### Cell classes on the final placement, run 1

The bar under the picture is 20 µm long. Fill, decap, tap and diode cells in grey.
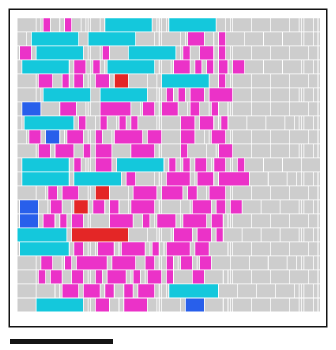
### Sizing map, run 1

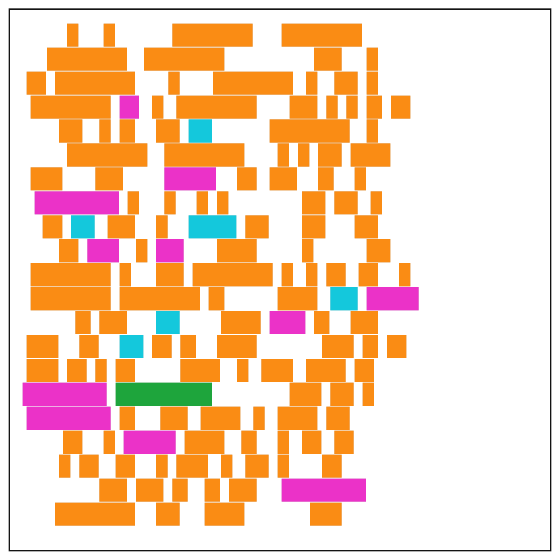
### Clock routing, run 1

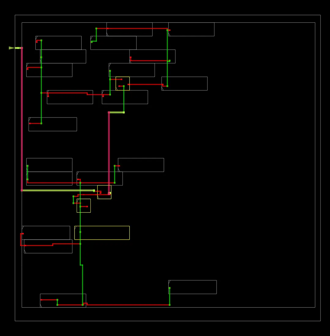
--- src/rtl/controle_vendas_if.sv ---
// Front-panel and display signals of the vending controller.
// The master drives the debounced buttons; the slave (controller) drives the display and pulses.
interface controle_vendas_if;
  logic       moeda1;
  logic       moeda2;
  logic       comprar;
  logic       cancelar;
  logic [3:0] codigo;
  logic       libera;
  logic       troco;
  logic       rejeita;
  logic       ocupado;

  modport master (
    output moeda1, moeda2, comprar, cancelar,
    input  codigo, libera, troco, rejeita, ocupado
  );

  modport slave (
    input  moeda1, moeda2, comprar, cancelar,
    output codigo, libera, troco, rejeita, ocupado
  );
endinterface

--- src/rtl/controle_vendas.sv ---
// Vending-machine control FSM: coin credit, purchase, cancel/refund, and display code for the
// seven-segment decoder. Every output is registered.
module controle_vendas #(
  parameter int unsigned PRECO = 3,
  parameter int unsigned T_MSG = 4
) (
  input  logic                clk,
  input  logic                rst,
  controle_vendas_if.slave    bus
);

  localparam int unsigned TimerW = (T_MSG > 1) ? $clog2(T_MSG) : 1;
  localparam logic [TimerW-1:0] TimerLoad = TimerW'(T_MSG - 1);
  localparam logic [2:0] Preco = 3'(PRECO);

  localparam logic [3:0] CodP   = 4'b1000;
  localparam logic [3:0] CodDot = 4'b1001;
  localparam logic [3:0] CodE   = 4'b0110;
  localparam logic [3:0] CodN   = 4'b0111;

  typedef enum logic [2:0] {StOcioso, StVenda, StTroco, StErro, StRecusa} state_e;

  state_e              state_q, state_d;
  logic [2:0]          credit_q, credit_d;
  logic [TimerW-1:0]   timer_q, timer_d;
  logic [3:0]          prev_q, prev_d;
  logic [3:0]          codigo_q, codigo_d;
  logic                libera_q, libera_d;
  logic                troco_q, troco_d;
  logic                rejeita_q, rejeita_d;
  logic                ocupado_q, ocupado_d;

  logic [3:0] in_w;
  logic [3:0] ev;
  logic       ev_m1, ev_m2, ev_cp, ev_cn;
  logic       ev_coin;

  assign in_w    = {bus.cancelar, bus.comprar, bus.moeda2, bus.moeda1};
  assign ev      = in_w & ~prev_q;
  assign ev_m1   = ev[0];
  assign ev_m2   = ev[1];
  assign ev_cp   = ev[2];
  assign ev_cn   = ev[3];
  assign ev_coin = ev_m1 | ev_m2;
  assign prev_d  = in_w;

  always_comb begin
    state_d   = state_q;
    credit_d  = credit_q;
    timer_d   = timer_q;
    libera_d  = 1'b0;
    troco_d   = 1'b0;
    rejeita_d = 1'b0;

    unique case (state_q)
      StOcioso: begin
        if (ev_cn) begin
          rejeita_d = ev_coin;
          if (credit_q != 3'd0) begin
            state_d = StTroco;
            troco_d = 1'b1;
          end
        end else if (ev_cp) begin
          rejeita_d = ev_coin;
          timer_d   = TimerLoad;
          if (credit_q >= Preco) begin
            credit_d = credit_q - Preco;
            libera_d = 1'b1;
            state_d  = StVenda;
          end else begin
            state_d = StErro;
          end
        end else if (ev_m2) begin
          // A simultaneous 1-unit coin loses to the 2-unit coin.
          rejeita_d = ev_m1;
          if (credit_q <= 3'd3) begin
            credit_d = credit_q + 3'd2;
          end else begin
            rejeita_d = 1'b1;
            timer_d   = TimerLoad;
            state_d   = StRecusa;
          end
        end else if (ev_m1) begin
          if (credit_q <= 3'd4) begin
            credit_d = credit_q + 3'd1;
          end else begin
            rejeita_d = 1'b1;
            timer_d   = TimerLoad;
            state_d   = StRecusa;
          end
        end
      end
      StVenda: begin
        rejeita_d = ev_coin;
        if (timer_q == '0) begin
          if (credit_q != 3'd0) begin
            state_d = StTroco;
            troco_d = 1'b1;
          end else begin
            state_d = StOcioso;
          end
        end else begin
          timer_d = timer_q - 1'b1;
        end
      end
      StTroco: begin
        // Credit counts the units still owed for the current and following TROCO cycles.
        rejeita_d = ev_coin;
        credit_d  = (credit_q != 3'd0) ? credit_q - 3'd1 : 3'd0;
        if (credit_q <= 3'd1) begin
          state_d = StOcioso;
        end else begin
          troco_d = 1'b1;
        end
      end
      StErro, StRecusa: begin
        rejeita_d = ev_coin;
        if (timer_q == '0) begin
          state_d = StOcioso;
        end else begin
          timer_d = timer_q - 1'b1;
        end
      end
      default: begin
        state_d  = StOcioso;
        credit_d = 3'd0;
        timer_d  = '0;
      end
    endcase
  end

  always_comb begin
    codigo_d = {1'b0, credit_d};
    unique case (state_d)
      StVenda:  codigo_d = CodP;
      StTroco:  codigo_d = CodDot;
      StErro:   codigo_d = CodE;
      StRecusa: codigo_d = CodN;
      default:  codigo_d = {1'b0, credit_d};
    endcase
    ocupado_d = (state_d != StOcioso);
  end

  always_ff @(posedge clk or posedge rst) begin
    if (rst) begin
      state_q   <= StOcioso;
      credit_q  <= 3'd0;
      timer_q   <= '0;
      prev_q    <= 4'b1111;
      codigo_q  <= 4'b0000;
      libera_q  <= 1'b0;
      troco_q   <= 1'b0;
      rejeita_q <= 1'b0;
      ocupado_q <= 1'b0;
    end else begin
      state_q   <= state_d;
      credit_q  <= credit_d;
      timer_q   <= timer_d;
      prev_q    <= prev_d;
      codigo_q  <= codigo_d;
      libera_q  <= libera_d;
      troco_q   <= troco_d;
      rejeita_q <= rejeita_d;
      ocupado_q <= ocupado_d;
    end
  end

  assign bus.codigo  = codigo_q;
  assign bus.libera  = libera_q;
  assign bus.troco   = troco_q;
  assign bus.rejeita = rejeita_q;
  assign bus.ocupado = ocupado_q;

endmodule

--- src/flat_wrapper.sv ---
// flat-port wrapper written by rule: the top's interface ports become plain ports
module controle_vendas_flat 
#(
  parameter int unsigned PRECO = 3,
  parameter int unsigned T_MSG = 4
)
  (clk, rst, bus_moeda1, bus_moeda2, bus_comprar, bus_cancelar, bus_codigo, bus_libera, bus_troco, bus_rejeita, bus_ocupado);
  controle_vendas_if bus_i ();
  input  logic clk;
  input  logic rst;
  input wire logic [$bits(bus_i.moeda1)-1:0] bus_moeda1;
  input wire logic [$bits(bus_i.moeda2)-1:0] bus_moeda2;
  input wire logic [$bits(bus_i.comprar)-1:0] bus_comprar;
  input wire logic [$bits(bus_i.cancelar)-1:0] bus_cancelar;
  output wire logic [$bits(bus_i.codigo)-1:0] bus_codigo;
  output wire logic [$bits(bus_i.libera)-1:0] bus_libera;
  output wire logic [$bits(bus_i.troco)-1:0] bus_troco;
  output wire logic [$bits(bus_i.rejeita)-1:0] bus_rejeita;
  output wire logic [$bits(bus_i.ocupado)-1:0] bus_ocupado;
  assign bus_i.moeda1 = bus_moeda1;
  assign bus_i.moeda2 = bus_moeda2;
  assign bus_i.comprar = bus_comprar;
  assign bus_i.cancelar = bus_cancelar;
  assign bus_codigo = bus_i.codigo;
  assign bus_libera = bus_i.libera;
  assign bus_troco = bus_i.troco;
  assign bus_rejeita = bus_i.rejeita;
  assign bus_ocupado = bus_i.ocupado;
  controle_vendas #(.PRECO(PRECO), .T_MSG(T_MSG)) u_core (.clk(clk), .rst(rst), .bus(bus_i));
endmodule
--- config.mk ---
export PLATFORM = sky130hd
export DESIGN_NAME = controle_vendas_flat
export DESIGN_NICKNAME = d
export VERILOG_FILES = /design/src/rtl/controle_vendas_if.sv /design/src/rtl/controle_vendas.sv /design/src/flat_wrapper.sv
export SDC_FILE = /design/constraint.sdc
export NUM_CORES = 1
export LEC_CHECK = 0
export CELL_PAD_IN_SITES_DETAIL_PLACEMENT = 1
export CELL_PAD_IN_SITES_GLOBAL_PLACEMENT = 2
export CORE_UTILIZATION = 39
export DETAILED_ROUTE_END_ITERATION = 12
export DONT_BUFFER_PORTS = 1
export PLACE_DENSITY = 0.87
export REMOVE_ABC_BUFFERS = 1
export SLEW_MARGIN = 20
export SYNTH_ARGS = -nofsm -noshare
export SYNTH_HDL_FRONTEND = slang
export SYNTH_SLANG_ARGS = --single-unit
--- constraint.sdc ---
create_clock -name clk -period 2.9 [get_ports clk]
set_input_delay 0.29 -clock clk [delete_from_list [all_inputs] [get_ports clk]]
set_output_delay 0.29 -clock clk [all_outputs]
set_load 0.1 [all_outputs]
==> flow_summary.ini, run 1 <==
; implementation run metrics
[yosys]
netlist_instances = 146
yosysTopAreaCellShare_pct = 29.1
synthDistinctLibCells = 51
synth.comb.largest_family = AND-OR/OR-AND gates
yosys_cells = 146
ys_sh_simple_pct = 19.9
top_cells_by_area = dfrtp_1 29%, ha_1 10%, dfstp_2 7.7%, inv_1 3.8%, nand2_1 3.0%
yosys_area_mm2 = 0.00137
edf_count = 0
yosys_warnings = 0
ys.flop_type = dfrtp_1
syn_area_mm2 = 0.00137
postSynthSeqShare_pct = 36.8
yosys.area.top_type = dfrtp_1
async_flop_share_pct = 100
yosysMostFrequentCell = dfrtp_1
compound_area_share_pct = 23.4
common_cells = 16 x dfrtp_1, 14 x inv_1, 11 x ha_1, 11 x nand2_1, 11 x nor2_1
ys_sh_xor_pct = 0
muxShareOfSynthArea_pct = 1.82
synth_flop_count = 20
fa_ha_area_share_pct = 10.0
avgSynthCellArea_um2 = 9.41

[setup_path]
critPathBufInv = 2
reg2reg_from = u_core.credit_q[1]
required_ns = 3.14
critPathTopFamily = adder cells
cpMaxStageDelayCell = dfrtp_1
cp_num_cells = 8
reg2reg_slack_ns = 0.49
cp.arrival_ns = 2.65
crit_start = u_core.credit_q[1]
slowest_delay_ns = 0.46
endpoint = u_core.bus.codigo[0]
startpoint_type = register
r2r_cells = 8
crit_type = register to register
timing.rr.end = u_core.bus.codigo[0]
crit_fanout = 6
path_cells = inv_1 > ha_1 > inv_1 > ha_1 > or3_1 > o21ai_2 > mux2_4 > a41oi_2
endpoint_kind = register

[final_layout]
layout-drive-gt1-share_pct = 12.3
area.sequential_um2 = 505
layout_top_cell = dfrtp_1
buf_share_pct = 3.23
nFillCells = 412
n_antenna_cell = 0
logic_gates = 103
most-common-layout-cells = 16 x dfrtp_1, 14 x inv_1, 11 x nor2_1, 11 x nand2_1, 11 x ha_1
nNetsFinal = 164
final_cells = 192
largest_class = logic gates
comb_area_share_pct = 51.4
mi_logic_area_um2 = 758
clockNetworkAreaShare_pct = 3.57
ff_count = 20
inverters = 14

[route]
wl_per_cell_um = 17.8
vias_per_cell = 5.66
drt_first_iter_violations = 24
drc = 0
topRoutingLayerUsed = met4
wl_met2_um = 1620
antenna_left = 0
wl_met1_um = 1580
firstDrtPassIters = 4
routed_wl_um = 3420
num_vias = 1087
met3WireLength_um = 99

[placement]
place.port_buffers = 0
place_congestion = 0.935
place_area_mm2 = 0.00138
dp.cells = 184
dp_slack_ns = 0.559
dp_hpwl_um = 2510

[grt]
grt-busiest-layer = met2
grt_start_max_net_pins = 21
overflow = 0
grt_util_all_layers_pct = 21.1
grt_util_met2_pct = 34.3
grt_pass1_wl_um = 5680
antenna_found_initial = 0
grt_pass1_vias = 1179
grt_util_met3_pct = 3.57
grtUsageMet1_pct = 26.3

[final_timing]
slew_violations = 0
period_used_pct = 83.0
setup_viol = 0
finClkSkew_ns = 0.00457
timing.final.hold_violations = 16
tns_ns = 0
grt_setup_unrepaired = no
slew_headroom_pct = 41.2
worstMarginPinSlew_ns = 0.883
max_freq_mhz = 415
timing.final.crit_period_ns = 2.41
timing.hold.ws_ns = -0.0162

[floorplanning]
fp.dieW_um = 61.4
fp_util_pct = 40.8
die_h_um = 61.4
n_tap_cell = 46
io_pins = 14
die_area_mm2 = 0.00376

[min_path]
min_path_type = primary input to asynchronous set/reset pin

[clock_network]
cts_tree = built
clk_pin_slew_worst_paths_ns = 0.12
cts_setup_buffers = 0
ctsHoldBuffers = 4
ctsHtreeMaxLevel = 1
ctsResizeCount = 0
clock-root-buffer = clkbuf_4
cts_buffer_depth = 2

[job]
maxCapViolCount = 0
warning_count = 32

[status]
violations = hold timing
status = complete, but fails checks
## Picture notes: 'Cell classes on the final placement'
Magenta stands for combinational and other logic, cells 117. Blue stands for remaining buffers and delay cells, cells 5. Red stands for clock drivers and dummy loads, cells 4. Cyan stands for sequential cells, cells 20.
sequential cell area share: 34.3%
num rows: 21
final non-filler cell area: 0.00147 mm²
Core ar.: 0.00336 mm²
fin util: 43.8%

## Picture notes: 'Sizing map'
Green stands for _6 and larger, cells 1, share 0.68%, most used bufinv_16. Magenta stands for _2 cells, cells 11, share 7.5%, most used dfstp_2. Cyan stands for _3 and _4 cells, cells 6, share 4.1%, most used clkbuf_4. Orange stands for _0 and _1 cells, cells 128, share 88%, most used dfrtp_1.
Final WS setup: 0.492 ns
Buffers, non-clock: 5
Synth-to-Final Area Change: 7.29%

## Picture notes: 'Clock routing'
clk_lat worst skew: 0.31 ns
clk sinks: 20
clk_buf instances: 3
CTS Buf Count: 3

### Selected gate families, run 1

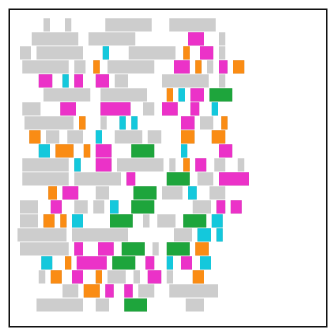

## Run 2: what changed since run 1
--- a/config.mk
+++ b/config.mk
@@ -7,10 +7,10 @@
 export LEC_CHECK = 0
 export CELL_PAD_IN_SITES_DETAIL_PLACEMENT = 1
 export CELL_PAD_IN_SITES_GLOBAL_PLACEMENT = 2
-export CORE_UTILIZATION = 39
+export CORE_UTILIZATION = 35
 export DETAILED_ROUTE_END_ITERATION = 12
 export DONT_BUFFER_PORTS = 1
-export PLACE_DENSITY = 0.87
+export PLACE_DENSITY = 0.83
 export REMOVE_ABC_BUFFERS = 1
 export SLEW_MARGIN = 20
 export SYNTH_ARGS = -nofsm -noshare
==> constraint.sdc (replaced) <==
create_clock -name clk -period 2.1 [get_ports clk]
set_input_delay 0.21 -clock clk [delete_from_list [all_inputs] [get_ports clk]]
set_output_delay 0.21 -clock clk [all_outputs]
set_load 0.1 [all_outputs]
### Selected gate families, run 2

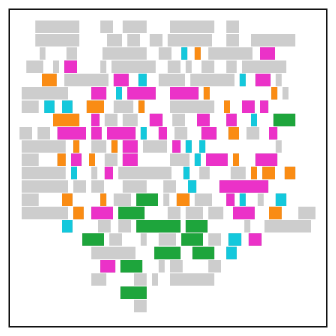
Green stands for fa/ha/maj cells, cells 11, where bottom centre. Orange stands for nor cells, cells 22. Magenta stands for aoi and oai cells, cells 32. Cyan stands for nand cells, cells 19.
Post-Layout Cell Count: 218
Comb/total area: 48.1%
Commonest Layout Cell: buf_4

### Signal wires on met2, run 2

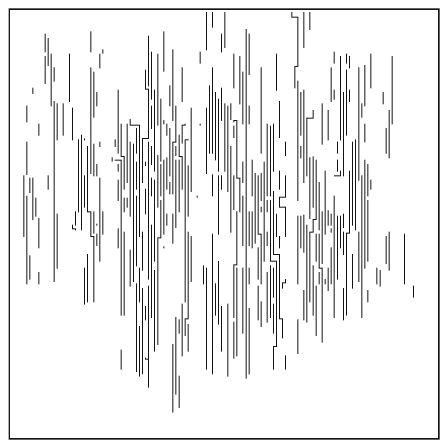
The layer holds 50% of the routed length. The longest straight run is 52.7 µm.
met2 usage: 35.1%
drt total wl: 4000 µm

### Cell classes on the final placement, run 2

The bar under the picture is 20 µm long. Fill, decap, tap and diode cells in grey.
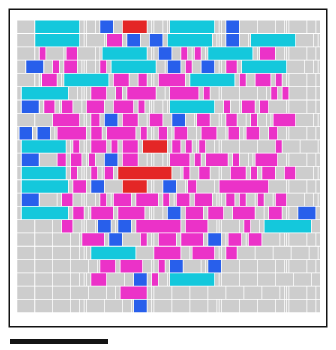
Cyan stands for sequential cells, cells 20. Blue stands for remaining buffers and delay cells, cells 29. Red stands for clock drivers and dummy loads, cells 4. Magenta stands for combinational and other logic, cells 117.
sequential cell area share: 28.6%
Core ar.: 0.00372 mm²

==> flow_summary.ini, run 2 <==
; implementation run metrics
[status]
status = finished, final reports clean

[route]
drt_first_iter_violations = 27
wl_per_cell_um = 18.4
num_vias = 1247
vias_per_cell = 5.72
wl_met2_um = 2000
drc = 0
wl_met1_um = 1690
topRoutingLayerUsed = met4
antenna_left = 0
firstDrtPassIters = 4
met3WireLength_um = 190

[setup_path]
r2r_cells = 8
reg2reg_slack_ns = 0.06
crit_type = register to register
cp_num_cells = 8
critPathTopFamily = flip-flops
cp.arrival_ns = 2.23
path_cells = inv_1 > ha_4 > inv_1 > ha_2 > or3_4 > o21ai_4 > mux2_4 > a41oi_2
endpoint_kind = register
endpoint = u_core.bus.codigo[0]
timing.rr.end = u_core.bus.codigo[0]
startpoint_type = register
reg2reg_from = u_core.credit_q[0]
crit_fanout = 4
cpMaxStageDelayCell = dfrtp_1
crit_start = u_core.credit_q[0]
slowest_delay_ns = 0.42
critPathBufInv = 2
required_ns = 2.29

[grt]
grt_util_met3_pct = 3.70
grt-busiest-layer = met2
overflow = 0
grt_start_max_net_pins = 21
grt_pass1_wl_um = 6530
antenna_found_initial = 0
grt_util_all_layers_pct = 20.7
grt_pass1_vias = 1327
grtUsageMet1_pct = 25.4

[yosys]
ys.flop_type = dfrtp_1
synth_flop_count = 20
avgSynthCellArea_um2 = 9.41
yosysMostFrequentCell = dfrtp_1
syn_area_mm2 = 0.00137
compound_area_share_pct = 23.4
muxShareOfSynthArea_pct = 1.82
edf_count = 0
yosys_area_mm2 = 0.00137
netlist_instances = 146
synthDistinctLibCells = 51
common_cells = 16 x dfrtp_1, 14 x inv_1, 11 x ha_1, 11 x nand2_1, 11 x nor2_1
ys_sh_simple_pct = 19.9
yosys_cells = 146
synth.comb.largest_family = AND-OR/OR-AND gates
yosys.area.top_type = dfrtp_1
yosys_warnings = 0
yosysTopAreaCellShare_pct = 29.1
async_flop_share_pct = 100
ys_sh_xor_pct = 0
postSynthSeqShare_pct = 36.8
fa_ha_area_share_pct = 10.0
top_cells_by_area = dfrtp_1 29%, ha_1 10%, dfstp_2 7.7%, inv_1 3.8%, nand2_1 3.0%

[final_timing]
fin_ws_ns = 0.0628
slew_headroom_pct = 46.3
setup_viol = 0
timing.hold.ws_ns = 0.308
finClkSkew_ns = 0.00317
worstMarginPinSlew_ns = 0.805
grt_setup_unrepaired = yes
slew_violations = 0
period_used_pct = 97.0
max_freq_mhz = 491
timing.final.crit_period_ns = 2.04
tns_ns = 0
timing.final.hold_violations = 0

[clock_network]
clock-sinks = 20
clk_latency_ns = 0.27
ctsResizeCount = 8
cts_tree = built
ctsHtreeMaxLevel = 1
ctsHoldBuffers = 5
cts_buffer_depth = 2
cts_setup_buffers = 3
cts_made_buffers = 3
clk_pin_slew_worst_paths_ns = 0.08
clock-root-buffer = clkbuf_8

[final_layout]
clockNetworkAreaShare_pct = 4.03
design_area_mm2 = 0.00177
nNetsFinal = 188
most-common-layout-cells = 24 x buf_4, 16 x dfrtp_1, 12 x inv_1, 11 x nor2_1, 11 x nand2_1
inverters = 14
areaGrowthSynthToFinish_pct = 28.9
logic_gates = 103
postLayoutCoreUtil_pct = 47.6
ff_count = 20
layout-drive-gt1-share_pct = 33.5
n_antenna_cell = 0
largest_class = logic gates
area.sequential_um2 = 505
nFillCells = 429
n_all_buffers = 29
mi_logic_area_um2 = 851
n_clock_buffer = 3
buf_share_pct = 13.0

[floorplanning]
die_h_um = 64.7
fp.dieW_um = 64.7
fp_util_pct = 37.0
io_pins = 14
die_area_mm2 = 0.00418
n_tap_cell = 48
rows = 22

[placement]
dp.cells = 206
dp_slack_ns = -0.0782
place_area_mm2 = 0.00153
place.port_buffers = 0
dp_hpwl_um = 2930
place_congestion = 0.837

[job]
maxCapViolCount = 0
warning_count = 33

[min_path]
min_path_type = primary input to register
hold_end = u_core.bus.rejeita
### Sizing map, run 2

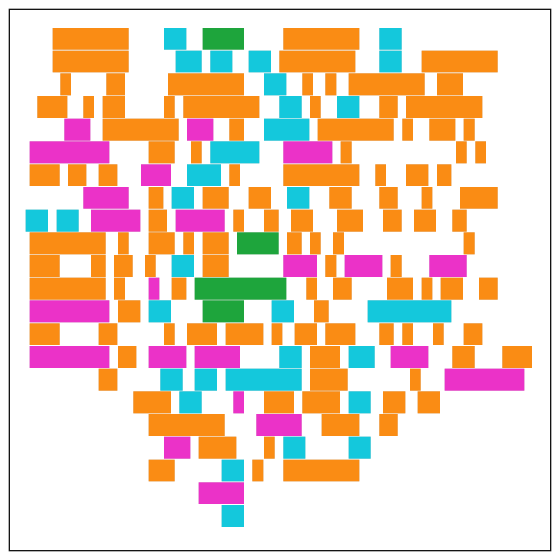

## Run 3: what changed since run 2
--- a/config.mk
+++ b/config.mk
@@ -7,10 +7,10 @@
 export LEC_CHECK = 0
 export CELL_PAD_IN_SITES_DETAIL_PLACEMENT = 1
 export CELL_PAD_IN_SITES_GLOBAL_PLACEMENT = 2
-export CORE_UTILIZATION = 35
+export CORE_UTILIZATION = 30
 export DETAILED_ROUTE_END_ITERATION = 12
 export DONT_BUFFER_PORTS = 1
-export PLACE_DENSITY = 0.83
+export PLACE_DENSITY = 0.73
 export REMOVE_ABC_BUFFERS = 1
 export SLEW_MARGIN = 20
 export SYNTH_ARGS = -nofsm -noshare
### Sizing map, run 3

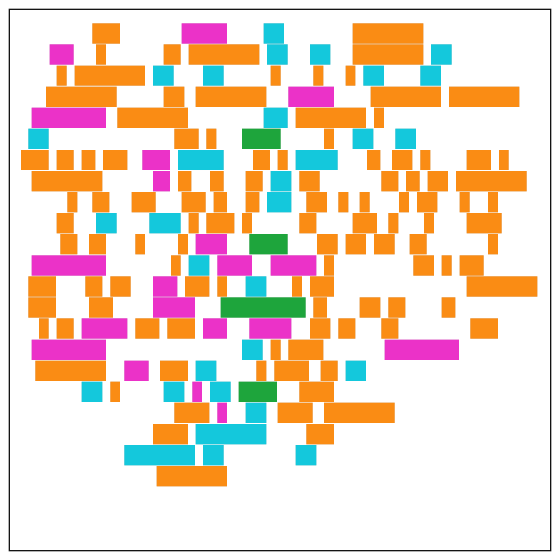
Buffers, non-clock: 29
Synth-to-Final Area Change: 27.9%
final non-filler cell area: 0.00176 mm²
Final WS setup: 0.0538 ns

### Selected gate families, run 3

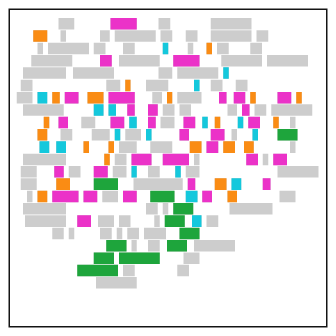
Orange stands for nor cells, cells 22. Magenta stands for aoi and oai cells, cells 32. Cyan stands for nand cells, cells 19. Green stands for fa/ha/maj cells, cells 11.
Post-Layout Cell Count: 222
Comb/total area: 47.4%

### Clock routing, run 3

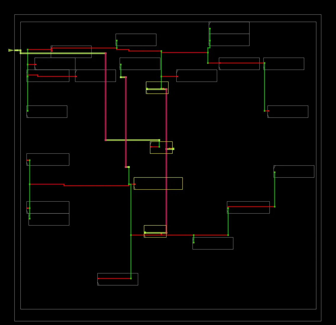
Flops: 20
clk_lat worst skew: 0.27 ns
Max Clock Skew: 0.00695 ns

==> flow_summary.ini, run 3 <==
; implementation run metrics
[yosys]
yosysMostFrequentCell = dfrtp_1
yosys.area.top_type = dfrtp_1
muxShareOfSynthArea_pct = 1.82
synth_flop_count = 20
yosysTopAreaCellShare_pct = 29.1
ys_sh_xor_pct = 0
top_cells_by_area = dfrtp_1 29%, ha_1 10%, dfstp_2 7.7%, inv_1 3.8%, nand2_1 3.0%
postSynthSeqShare_pct = 36.8
common_cells = 16 x dfrtp_1, 14 x inv_1, 11 x ha_1, 11 x nand2_1, 11 x nor2_1
ys_sh_simple_pct = 19.9
synthDistinctLibCells = 51
synth.comb.largest_family = AND-OR/OR-AND gates
fa_ha_area_share_pct = 10.0

[route]
topRoutingLayerUsed = met4
num_vias = 1214
routed_wl_um = 3940
drt_first_iter_violations = 71
vias_per_cell = 5.47
antenna_left = 0
firstDrtPassIters = 4
wl_met1_um = 1890
met3WireLength_um = 100

[setup_path]
cp.arrival_ns = 2.23
required_ns = 2.28
crit_fanout = 4
endpoint = u_core.bus.codigo[1]
slowest_delay_ns = 0.42
path_cells = buf_4 > ha_1 > ha_2 > a211o_1 > nand2_2 > nor2_1 > o31a_1 > o311ai_2
r2r_cells = 8
reg2reg_from = u_core.credit_q[0]
critPathBufInv = 1
startpoint_type = register
endpoint_kind = register
cp_num_cells = 8
critPathTopFamily = AND-OR/OR-AND gates
cpMaxStageDelayCell = dfrtp_1

[final_layout]
largest_class = logic gates
n_clock_buffer = 3
inverters = 14
buf_share_pct = 13.1
layout-drive-gt1-share_pct = 32.4
area.sequential_um2 = 505
postLayoutCoreUtil_pct = 40.1
logic_gates = 103
most-common-layout-cells = 24 x buf_4, 16 x dfrtp_1, 12 x inv_1, 11 x nor2_1, 10 x nand2_1
layout_top_cell = buf_4
mi_logic_area_um2 = 832
n_antenna_cell = 0
nFillCells = 517

[job]
maxCapViolCount = 0
warning_count = 32

[placement]
dp_hpwl_um = 2870
place.port_buffers = 0
dp_slack_ns = -0.0850
dp.cells = 212
place_area_mm2 = 0.00155

[grt]
grt_util_all_layers_pct = 16.7
grt_util_met2_pct = 27.4
overflow = 0
grt-busiest-layer = met2
grt_start_max_net_pins = 21
grt_pass1_wl_um = 6330

[final_timing]
timing.hold.ws_ns = 0.252
timing.final.hold_violations = 0
slew_violations = 0
tns_ns = 0
setup_viol = 0

[floorplanning]
die_h_um = 69.7
io_pins = 14
core_mm2 = 0.00438
fp_util_pct = 31.3

[clock_network]
ctsHoldBuffers = 5
cts_made_buffers = 3
ctsResizeCount = 4
cts_setup_buffers = 1
clock-root-buffer = clkbuf_8
cts_tree = built

[min_path]
min_path_type = primary input to register
hold_end = u_core.bus.rejeita

[status]
status = finished, final reports clean
